==> config.mk <==
export PLATFORM = sky130hd
export DESIGN_NAME = mem_arbiter
export DESIGN_NICKNAME = d
export VERILOG_FILES = /design/src/rtl/mem_arbiter_pkg.sv /design/src/rtl/mem_arbiter_rr_pick2.sv /design/src/rtl/mem_arbiter.sv
export SDC_FILE = /design/constraint.sdc
export NUM_CORES = 1
export LEC_CHECK = 0
export CAP_MARGIN = 15
export CORE_MARGIN = 3
export CORE_UTILIZATION = 54
export CTS_CLUSTER_SIZE = 24
export DETAILED_ROUTE_END_ITERATION = 12
export DONT_BUFFER_PORTS = 1
export GPL_TIMING_DRIVEN = 0
export PLACE_DENSITY = 0.81
export SLEW_MARGIN = 0
export SYNTH_ARGS = -nofsm -noshare
export SYNTH_HDL_FRONTEND = slang
export SYNTH_SLANG_ARGS = --single-unit
==> constraint.sdc <==
create_clock -name clk -period 1.25 [get_ports clk]
set_input_delay 0.375 -clock clk [delete_from_list [all_inputs] [get_ports clk]]
set_output_delay 0.375 -clock clk [all_outputs]
set_load 0.01 [all_outputs]
==> run_1/logic_types.png <==
(10 px per um)
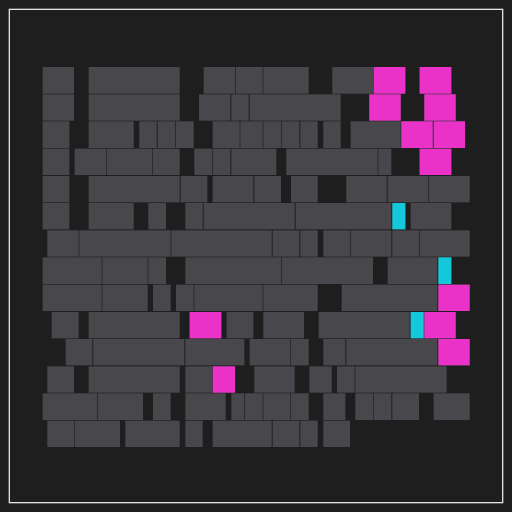
| colour | family | cells | most used |
|---|---|---|---|
| magenta | and/or cells | 12 | and2_4 |
| cyan | inv cells | 3 | inv_1 |
most common logic cell in the routed design: a21oi_1
combinational share of cell area: 49.78%
number of cells in the finished layout apart from fillers: 149

==> run_1/placement.png <==
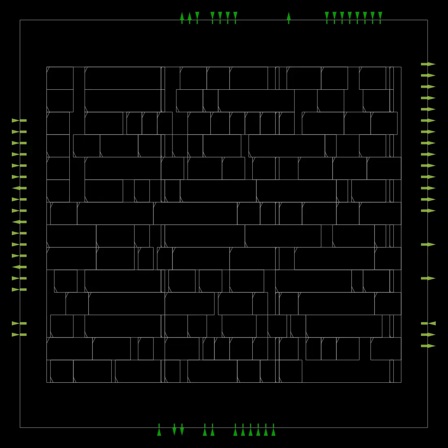
fillcell total: 91
utilization of the core after routing: 85.94%
Core Area: 1629 um2
Seq area share: 30.65%
number of rows created at floorplan: 14

==> run_1/io_placement.png <==
(10 px per um) Pins as bars across the die edge, other pins in grey.
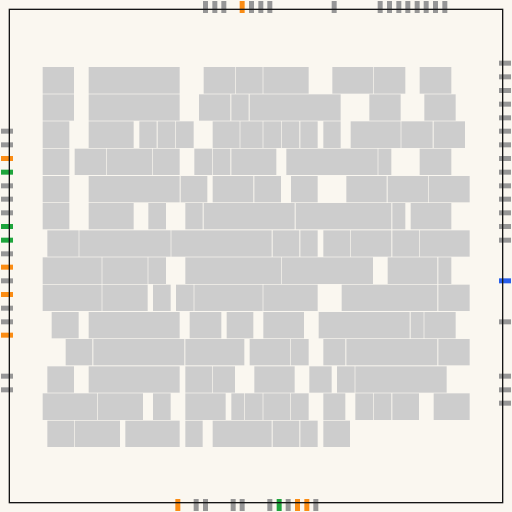
| colour | port | pins | direction | edge |
|---|---|---|---|---|
| orange | wdata1 | 8 | input | 4 left, 3 bottom, 1 top |
| blue | busy | 1 | output | right |
| green | addr0 | 4 | input | 3 left, 1 bottom |
all pins by edge: 19 right, 18 left, 16 top, 11 bottom
floorplan die width: 49.19 um
total of buffers placed on input and output ports: 0
Die Y-Extent: 49.19 um

==> run_1/sizes.png <==
(10 px per um)
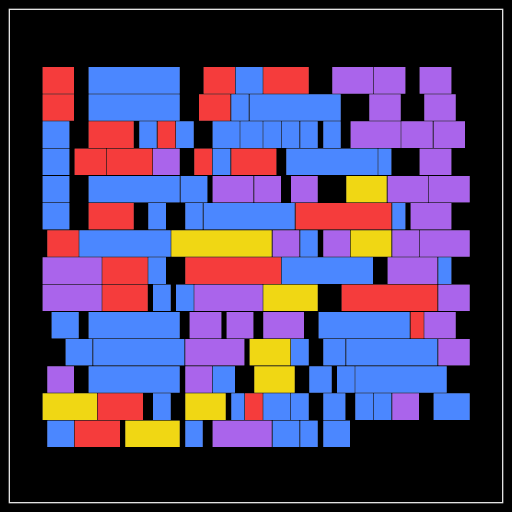
| colour | size | cells |
|---|---|---|
| red | _2 cells | 22 |
| purple | _3 and _4 cells | 35 |
| blue | _0 and _1 cells | 59 |
| yellow | _6 and larger | 9 |
area growth from synthesis to layout: 39.01%
Non-clk bufs: 20

==> notes.md, run 1 <==
Notes on the physical design

The worst setup path is captured at an output pin. The number of antenna violations at the first check in global routing was 0. For reference, simple AND, OR, NAND and NOR cells occupy 20.99% of the area reported after synthesis. For this run, asynchronously set or reset flops after synthesis account for 100.0%. The routed layout reports a DRC error count of 0. The flow ran to the end, but the final reports show violations. The final critical-path setup slack is -0.2537 ns. The cell class with the largest area share is logic gates. The worst path required time is 0.88 ns.

The post-detailed-route via-to-cell ratio is 6.215. The share of total power dissipated in sequential elements is 34.3%. Looking at area per cell type in the netlist, the leader is dfrtp_1.

The number of nets in the layout is 164. Counting the warning lines in the Yosys log gives 0. The TritonCTS clock tree is done. The cell family with the largest share of critical-path delay is flip-flops. Derived from the worst setup path, the maximum achievable clock frequency is 0.6650 GHz. Setup repair after global routing could not meet its margin everywhere. The synthesized netlist devotes 30.31% of its cell area to compound gates.

The clock network accounts for 8.1% of the total power. The clock latency at the later pin of the worst-skew pair is 0.29 ns. The wire length reported by the detailed router is 3001 um. The critical path buffer and inverter count is 0. The clock network power consumption is 0.292 mW. The net switching share of the total power is 43.09%.

The number of tapcells is 24. The analysis attributes to cell leakage a power of 0.5365 nW. Summing all placed instances gives a cell area of 1047 um2. The global routing report lists combined usage of all routing layers as 23.41%. In the finished design the tool counted flip-flops and latches totalling 17. The internal power of the cells totals 2.058 mW. The worst register-to-register path has a depth of 4. The instance count on the critical path is 2. The pin count of the biggest net entering global routing is 18. The tree is rooted in a clkbuf_4. The number of detailed-routing iterations run before antenna repair is 4. The final weighted congestion recorded by global placement is 0.7054. The number of multi-input combinational cells in the layout is 81.

The checks that failed: setup timing. In this run the tools logged warnings totalling 29. After synthesis, the design contains 108 cells according to Yosys. In the final layout, the multi-input gates occupy 696.9 um2. The total of endpoints with negative setup slack in the final report is 27. In the finished design, the share of the clock period the worst path needs comes to 120.3%. Final hold analysis gives a worst-case slack of 0.2257 ns.
==> run 1: per-layer routing <==
layer / vias to the layer above / part of all wire, % / track usage (%)
met3: 0 / 8.8 / 11.31
met2: 49 / 55 / 43.08
li1: 429 / - / -
met4: 0 / 0 / 4.739
met1: 448 / 36 / 23.54
met5: - / 0 / 0
==> run 1: repair_timing <==
item                                    in CTS  in global routing
gates resized                               32                 41
endpoints found under the setup margin      29                 30
hold buffers                                 1                  0
pin swaps                                    8                 21
cloned                                       3                  1
setup buffers                                1                  9
endpoints found under the hold margin       17                  0
==> run 1: through the flow <==
stage | worst slack [ns] | utilization, %
floorplan | -0.05598 | -
finish | -0.2537 | 85.94
CTS | -0.2648 | 74.65
detailed placement | -0.2752 | 64.29
global placement | -0.2153 | 64.29
global route | -0.3082 | 85.94
==> run_1/io_fan.png <==
(6 px per um)
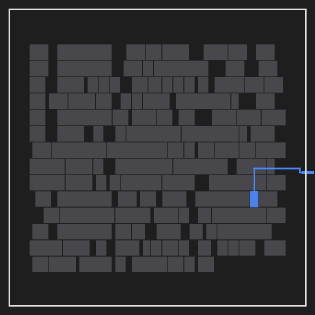

## Run 2: what changed since run 1
--- a/config.mk
+++ b/config.mk
@@ -6,6 +6,7 @@
 export NUM_CORES = 1
 export LEC_CHECK = 0
 export CAP_MARGIN = 15
+export CORE_ASPECT_RATIO = 0.9
 export CORE_MARGIN = 3
 export CORE_UTILIZATION = 54
 export CTS_CLUSTER_SIZE = 24
==> run_2/io_fan.png <==
(6 px per um)
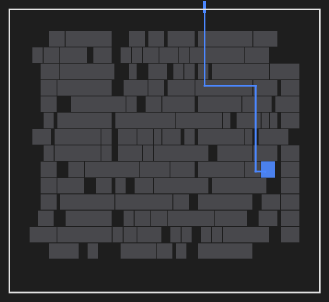
| colour | port | bits | direction | edge | end cells | wire |
|---|---|---|---|---|---|---|
| blue | busy | 1 | output | top | 1 | 36.8 um |
io pins: 64

==> run 2 against run 1 <==
Effect of this change: the flow still finishes with violations (setup timing); critical path depth up 1; highest routed layer is now met4; design area up 5.0%; sequential power about the same; die size about the same; sequential share of layout area down 1.5 points; critical path type unchanged; largest power group unchanged.
==> notes.md, run 2 <==
Notes on the physical design

The worst setup path is captured at an output pin. The number of warnings issued by yosys is 0 (unchanged). The number of rows created at floorplan is 14 (unchanged). The share of the clock period used by the worst path came to 119.9% (-0.40 points). The number of cells in the finished layout apart from fillers is 146 (-2.0%).

The flow ran to the end, but the final reports show violations. The met1 routed wirelength after detailed routing is 1146 um (+6.3%). The checks that failed: setup timing. The number of nets in the layout is 161 (-1.8%). The cell chosen for the clock root is clkbuf_4. The total of buffers placed on input and output ports is 0 (unchanged). The final critical-path setup slack is -0.2487 ns (+0.004987 ns). The number of tapcells is 24 (unchanged). The total of endpoints with negative setup slack in the final report is 29 (+7.4%). The number of post-CTS setup repair buffers is 9 (+8). The count of unresolved DRC violations after routing is 0 (unchanged). The post-cts sizing count is 49 (+53%). The met1 track demand over resource is 27.47% (+3.9 points). The met3 track utilization from global routing came to 4.444% (-6.9 points).

The stage-log warning count is 29 (unchanged). The wire length reported by the detailed router is 3301 um (+10%).
[run 2: cell counts after synthesis]
No cell type changed its count.
[run 2: power breakdown]
group	switching [mW]	internal, mW	total, mW
registers	0.406	0.850	1.26
logic	1.27	1.25	2.51
clock network	0.162	0.124	0.286
total	1.83	2.22	4.05
[run 2: worst max-delay path: stages (launching register included)]
cell     delay [ns]
dfrtp_2        0.48
nor2_4         0.14
buf_6          0.17
inv_4          0.05
[run 2: stage by stage]
step           cell area [um2]  hold slack [ns]
2_1_floorplan             1017          0.07941
3_3_place_gp              1047          0.07980
3_5_place_dp              1047          0.07971
4_1_cts                   1324           0.2529
5_1_grt                   1470           0.2700
6_report                  1470           0.2105
Power figures rest on the tool's default switching activity, not on a simulated workload.
